==> src/rtl/lsu_ctrl_if.sv <==
// Request/response handshake and word-RAM bus of the load/store unit.
// slave = the LSU itself; master = execute stage, response consumer and RAM.
interface lsu_ctrl_if;
  logic        reqValid;
  logic        reqReady;
  logic        reqWe;
  logic [1:0]  reqSize;
  logic        reqUnsigned;
  logic [31:0] reqAddr;
  logic [31:0] reqWdata;
  logic        respValid;
  logic        respReady;
  logic [31:0] respData;
  logic        respErr;
  logic [31:0] memAddr;
  logic [3:0]  memSel;
  logic        memWe;
  logic [31:0] memWdata;
  logic [31:0] memRdata;

  modport slave (
    input  reqValid, reqWe, reqSize, reqUnsigned, reqAddr, reqWdata,
    input  respReady, memRdata,
    output reqReady, respValid, respData, respErr,
    output memAddr, memSel, memWe, memWdata
  );

  modport master (
    output reqValid, reqWe, reqSize, reqUnsigned, reqAddr, reqWdata,
    output respReady, memRdata,
    input  reqReady, respValid, respData, respErr,
    input  memAddr, memSel, memWe, memWdata
  );
endinterface

==> src/rtl/lsu_ctrl.sv <==
// Load/store unit: turns one byte/half/word request into one or two word-aligned
// RAM cycles with lane selects and returns extended load data or a store ack.
module lsu_ctrl #(
  parameter bit ALLOW_MISALIGNED = 1'b1
) (
  input  logic      clk,
  input  logic      rst_n,
  lsu_ctrl_if.slave bus
);

  typedef enum logic [1:0] {IDLE, ACC0, ACC1, RESP} state_t;

  state_t      r_state;
  logic        r_req_ready;
  logic        r_resp_valid;
  logic        r_resp_err;
  logic [31:0] r_resp_data;
  logic [31:0] r_mem_addr;
  logic [3:0]  r_mem_sel;
  logic        r_mem_we;
  logic [31:0] r_mem_wdata;
  logic        r_we;
  logic        r_unsigned;
  logic        r_split;
  logic [1:0]  r_size;
  logic [1:0]  r_off;
  logic [31:0] r_wdata_hi;
  logic [3:0]  r_sel_hi;
  logic [31:0] r_lo;

  logic [1:0]  w_off;
  logic [3:0]  w_mask;
  logic [7:0]  w_sel;
  logic [63:0] w_wshift;
  logic        w_split;
  logic        w_illegal;
  logic        w_accept;

  // Lanes and data are laid out over a two-word window; anything landing in
  // the upper word means the access crosses a word boundary.
  always_comb begin
    w_off = bus.reqAddr[1:0];
    case (bus.reqSize)
      2'd0:    w_mask = 4'b0001;
      2'd1:    w_mask = 4'b0011;
      2'd2:    w_mask = 4'b1111;
      default: w_mask = 4'b0000;
    endcase
    w_sel     = {4'b0000, w_mask} << w_off;
    w_wshift  = {32'd0, bus.reqWdata} << {w_off, 3'b000};
    w_split   = |w_sel[7:4];
    w_illegal = (bus.reqSize == 2'd3) || (w_split && !ALLOW_MISALIGNED);
    w_accept  = bus.reqValid && r_req_ready;
  end

  function automatic logic [31:0] extend(input logic [63:0] raw, input logic [1:0] off,
                                         input logic [1:0] size, input logic uns);
    logic [31:0] s;
    s = 32'(raw >> {off, 3'b000});
    case (size)
      2'd0:    extend = {{24{s[7] & ~uns}}, s[7:0]};
      2'd1:    extend = {{16{s[15] & ~uns}}, s[15:0]};
      default: extend = s;
    endcase
  endfunction

  always_ff @(posedge clk) begin
    if (!rst_n) begin
      r_state      <= IDLE;
      r_req_ready  <= 1'b0;
      r_resp_valid <= 1'b0;
      r_resp_err   <= 1'b0;
      r_resp_data  <= 32'd0;
      r_mem_addr   <= 32'd0;
      r_mem_sel    <= 4'd0;
      r_mem_we     <= 1'b0;
      r_mem_wdata  <= 32'd0;
      r_we         <= 1'b0;
      r_unsigned   <= 1'b0;
      r_split      <= 1'b0;
      r_size       <= 2'd0;
      r_off        <= 2'd0;
      r_wdata_hi   <= 32'd0;
      r_sel_hi     <= 4'd0;
      r_lo         <= 32'd0;
    end else begin
      case (r_state)
        IDLE: begin
          r_req_ready <= 1'b1;
          if (w_accept) begin
            r_req_ready <= 1'b0;
            r_we        <= bus.reqWe;
            r_size      <= bus.reqSize;
            r_unsigned  <= bus.reqUnsigned;
            r_off       <= w_off;
            r_split     <= w_split;
            if (w_illegal) begin
              r_state      <= RESP;
              r_resp_valid <= 1'b1;
              r_resp_err   <= 1'b1;
              r_resp_data  <= 32'd0;
            end else begin
              r_state     <= ACC0;
              r_resp_err  <= 1'b0;
              r_mem_addr  <= {bus.reqAddr[31:2], 2'b00};
              r_mem_sel   <= w_sel[3:0];
              r_mem_we    <= bus.reqWe;
              r_mem_wdata <= w_wshift[31:0];
              r_wdata_hi  <= w_wshift[63:32];
              r_sel_hi    <= w_sel[7:4];
            end
          end
        end
        ACC0: begin
          if (r_split) begin
            r_state     <= ACC1;
            r_mem_addr  <= r_mem_addr + 32'd4;
            r_mem_sel   <= r_sel_hi;
            r_mem_wdata <= r_wdata_hi;
            r_lo        <= bus.memRdata;
          end else begin
            r_state      <= RESP;
            r_mem_sel    <= 4'd0;
            r_mem_we     <= 1'b0;
            r_resp_valid <= 1'b1;
            r_resp_data  <= r_we ? 32'd0 : extend({32'd0, bus.memRdata}, r_off, r_size, r_unsigned);
          end
        end
        ACC1: begin
          r_state      <= RESP;
          r_mem_sel    <= 4'd0;
          r_mem_we     <= 1'b0;
          r_resp_valid <= 1'b1;
          r_resp_data  <= r_we ? 32'd0 : extend({bus.memRdata, r_lo}, r_off, r_size, r_unsigned);
        end
        RESP: begin
          if (bus.respReady) begin
            r_state      <= IDLE;
            r_resp_valid <= 1'b0;
            r_req_ready  <= 1'b1;
          end
        end
        default: r_state <= IDLE;
      endcase
    end
  end

  assign bus.reqReady  = r_req_ready;
  assign bus.respValid = r_resp_valid;
  assign bus.respErr   = r_resp_err;
  assign bus.respData  = r_resp_data;
  assign bus.memAddr   = r_mem_addr;
  assign bus.memSel    = r_mem_sel;
  assign bus.memWe     = r_mem_we;
  assign bus.memWdata  = r_mem_wdata;

endmodule

==> src/flat_wrapper.sv <==
// flat-port wrapper written by rule: the top's interface ports become plain ports
module lsu_ctrl_flat 
#(
  parameter bit ALLOW_MISALIGNED = 1'b1
)
  (clk, rst_n, bus_reqValid, bus_reqWe, bus_reqSize, bus_reqUnsigned, bus_reqAddr, bus_reqWdata, bus_respReady, bus_memRdata, bus_reqReady, bus_respValid, bus_respData, bus_respErr, bus_memAddr, bus_memSel, bus_memWe, bus_memWdata);
  lsu_ctrl_if bus_i ();
  input  logic clk;
  input  logic rst_n;
  input wire logic [$bits(bus_i.reqValid)-1:0] bus_reqValid;
  input wire logic [$bits(bus_i.reqWe)-1:0] bus_reqWe;
  input wire logic [$bits(bus_i.reqSize)-1:0] bus_reqSize;
  input wire logic [$bits(bus_i.reqUnsigned)-1:0] bus_reqUnsigned;
  input wire logic [$bits(bus_i.reqAddr)-1:0] bus_reqAddr;
  input wire logic [$bits(bus_i.reqWdata)-1:0] bus_reqWdata;
  input wire logic [$bits(bus_i.respReady)-1:0] bus_respReady;
  input wire logic [$bits(bus_i.memRdata)-1:0] bus_memRdata;
  output wire logic [$bits(bus_i.reqReady)-1:0] bus_reqReady;
  output wire logic [$bits(bus_i.respValid)-1:0] bus_respValid;
  output wire logic [$bits(bus_i.respData)-1:0] bus_respData;
  output wire logic [$bits(bus_i.respErr)-1:0] bus_respErr;
  output wire logic [$bits(bus_i.memAddr)-1:0] bus_memAddr;
  output wire logic [$bits(bus_i.memSel)-1:0] bus_memSel;
  output wire logic [$bits(bus_i.memWe)-1:0] bus_memWe;
  output wire logic [$bits(bus_i.memWdata)-1:0] bus_memWdata;
  assign bus_i.reqValid = bus_reqValid;
  assign bus_i.reqWe = bus_reqWe;
  assign bus_i.reqSize = bus_reqSize;
  assign bus_i.reqUnsigned = bus_reqUnsigned;
  assign bus_i.reqAddr = bus_reqAddr;
  assign bus_i.reqWdata = bus_reqWdata;
  assign bus_i.respReady = bus_respReady;
  assign bus_i.memRdata = bus_memRdata;
  assign bus_reqReady = bus_i.reqReady;
  assign bus_respValid = bus_i.respValid;
  assign bus_respData = bus_i.respData;
  assign bus_respErr = bus_i.respErr;
  assign bus_memAddr = bus_i.memAddr;
  assign bus_memSel = bus_i.memSel;
  assign bus_memWe = bus_i.memWe;
  assign bus_memWdata = bus_i.memWdata;
  lsu_ctrl #(.ALLOW_MISALIGNED(ALLOW_MISALIGNED)) u_core (.clk(clk), .rst_n(rst_n), .bus(bus_i));
endmodule
==> config.mk <==
export PLATFORM = sky130hd
export DESIGN_NAME = lsu_ctrl_flat
export DESIGN_NICKNAME = d
export VERILOG_FILES = /design/src/rtl/lsu_ctrl_if.sv /design/src/rtl/lsu_ctrl.sv /design/src/flat_wrapper.sv
export SDC_FILE = /design/constraint.sdc
export NUM_CORES = 1
export LEC_CHECK = 0
export ABC_AREA = 1
export CAP_MARGIN = 20
export CORE_ASPECT_RATIO = 0.6
export CORE_MARGIN = 2
export CORE_UTILIZATION = 40
export DETAILED_ROUTE_END_ITERATION = 12
export PLACE_DENSITY_LB_ADDON = 0.25
export REMOVE_ABC_BUFFERS = 1
export SLEW_MARGIN = 20
export SYNTH_ARGS = -nofsm -noshare
export SYNTH_HDL_FRONTEND = slang
export SYNTH_SLANG_ARGS = --single-unit
export TNS_END_PERCENT = 20
==> constraint.sdc <==
create_clock -name clk -period 2.5 [get_ports clk]
set_clock_uncertainty 0.15 [all_clocks]
set_input_delay 0.5 -clock clk [delete_from_list [all_inputs] [get_ports clk]]
set_output_delay 0.5 -clock clk [all_outputs]
set_load 0.03 [all_outputs]
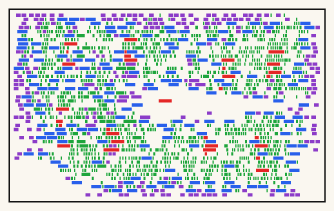
(images/cell_classes.png)
(1.5 px per um)
Key: flip-flops = blue [cells 170, share of their area 27%]; all other logic = green [cells 1309, share of their area 49%]; other buffers and delay cells = purple [cells 247, share of their area 20%]; clock drivers and dummy loads = red [cells 32, share of their area 4.7%]

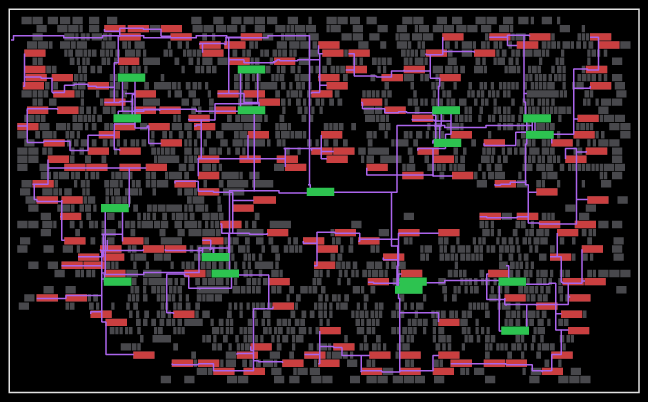
(images/clock_map.png)
(3 px per um)
Key: clock wires = purple [length 2490 um]; cells driving clock nets = green [count 17]; flip-flops = red [count 170]
Position of the flops: widely spread.

==> flow_summary.yaml <==
# flow metrics
status:
  outcome: "complete, no violations"
power_and_ir_drop:
  comb_power_share_pct: 49.2
  leakage_nw: 4.96
  p_int_mw: 6.98
  power_mw: 12.8
  pg_seq_mw: 3.74
  p_clk_mw: 2.74
  pwr-share-seq_pct: 29.3
  switchingPower_mw: 5.79
  vdd_drop_max_mv: 0.501
  power.share.clock_pct: 21.5
  largestPowerGroup: "combinational cells"
global_routing:
  grt_use_met2_pct: 37.5
  grt_max_degree: 79
  grt_usage_pct: 25.6
  grt_use_met3_pct: 5.63
  gr-total-overflow: 0
  grt.busiest_layer: "met1"
  grt_pass1_vias: 10400
  grt_pass1_wl_um: 54800
  antenna_found_initial: 1
worst_setup_path:
  slowest_stage: "clkdlybuf4s50_1"
  worstPathCellList: "clkdlybuf4s50_1"
  timing.rr.end: "u_core.bus.memAddr[20]"
  crit_buf_inv: 1
  slowest_delay_ns: 0.73
  worstPathMaxFanout: 8
  critPathTopFamily: "buffers and inverters"
  reg2reg_from: "u_core.bus.memAddr[2]"
  cp_data_required_time_ns: 1.85
  crit_type: "flop to output pin"
final_layout:
  post-route-util_pct: 52.2
  clock_area_share_pct: 4.55
  design_area_sq_um: 13100
  drive_above_1_share_pct: 6.31
  clock_buffers: 20
  area_growth_pct: 29.1
  flop_area_sq_um: 3400
  fin_nets: 1856
  num_antenna_cells: 1
  buf_share_pct: 19.0
clock_tree:
  clock-sinks: 170
  cts_resized: 0
  clock_latency_ns: 0.44
  cts_tree: "done"
  holdBufCountCts: 0
yosys:
  edf_count: 0
  ys_cells: 1591
  top_cell: "nand2_1"
  synthMuxAreaShare_pct: 0.791
  avgSynthCellArea_sq_um: 6.37
  yosys.cell_types.count: 48
  synthAdderAreaFrac_pct: 0.865
  top_logic_kind: "simple AND/OR/NAND/NOR gates"
  simple_gate_share_pct: 33.7
  syn_area_sq_um: 10100
  area_leaders: "dfxtp_1 (34%), nand2_1 (18%), o21ai_0 (8.4%)"
  yosysTopAreaCell: "dfxtp_1"
  synth_flops: 170
place:
  post-place-ws_ns: 0.0938
sta:
  whs_ns: 0.261
  fmax_ghz: 0.430
  hold_violations: 0
  rsz0062_at_grt: "false"
  finalSetupViolCount: 0
  fin_crit_sh_pct: 93.1
  finalSetupTns_ns: 0
  slew_violations: 0
  period_minus_slack_ns: 2.33
  layout_setup_ws_ns: 0.172
routing:
  viasPerCell: 5.38
  routed_wl_um: 34500
  routed.top_layer: "met4"
  drt_iter0_drc: 1150
  post_drt_wl_per_cell_um: 16.5
  ant_nets: 0
run:
  warnings: 29
  cap_violations: 0
die:
  fp_util_pct: 40.4
  num_tap_cells: 329
  io_pins: 208
  die_area_sq_um: 26700
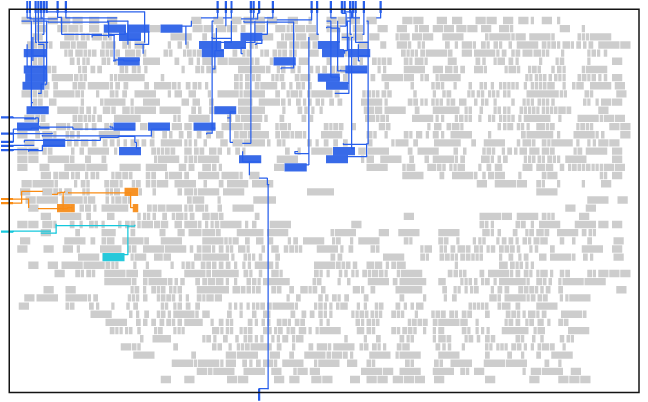
(images/port_nets.png)
(3 px per um)
Key: bus_reqReady = cyan [direction output, end cells 1, buffers 1, wire 59.0 um]; bus_reqSize = orange [direction input, end cells 4, buffers 3, wire 72.3 um]; bus_memWdata = blue [direction output, end cells 32, buffers 32, wire 1210 um]

Power is estimated from default activity; no workload was simulated.
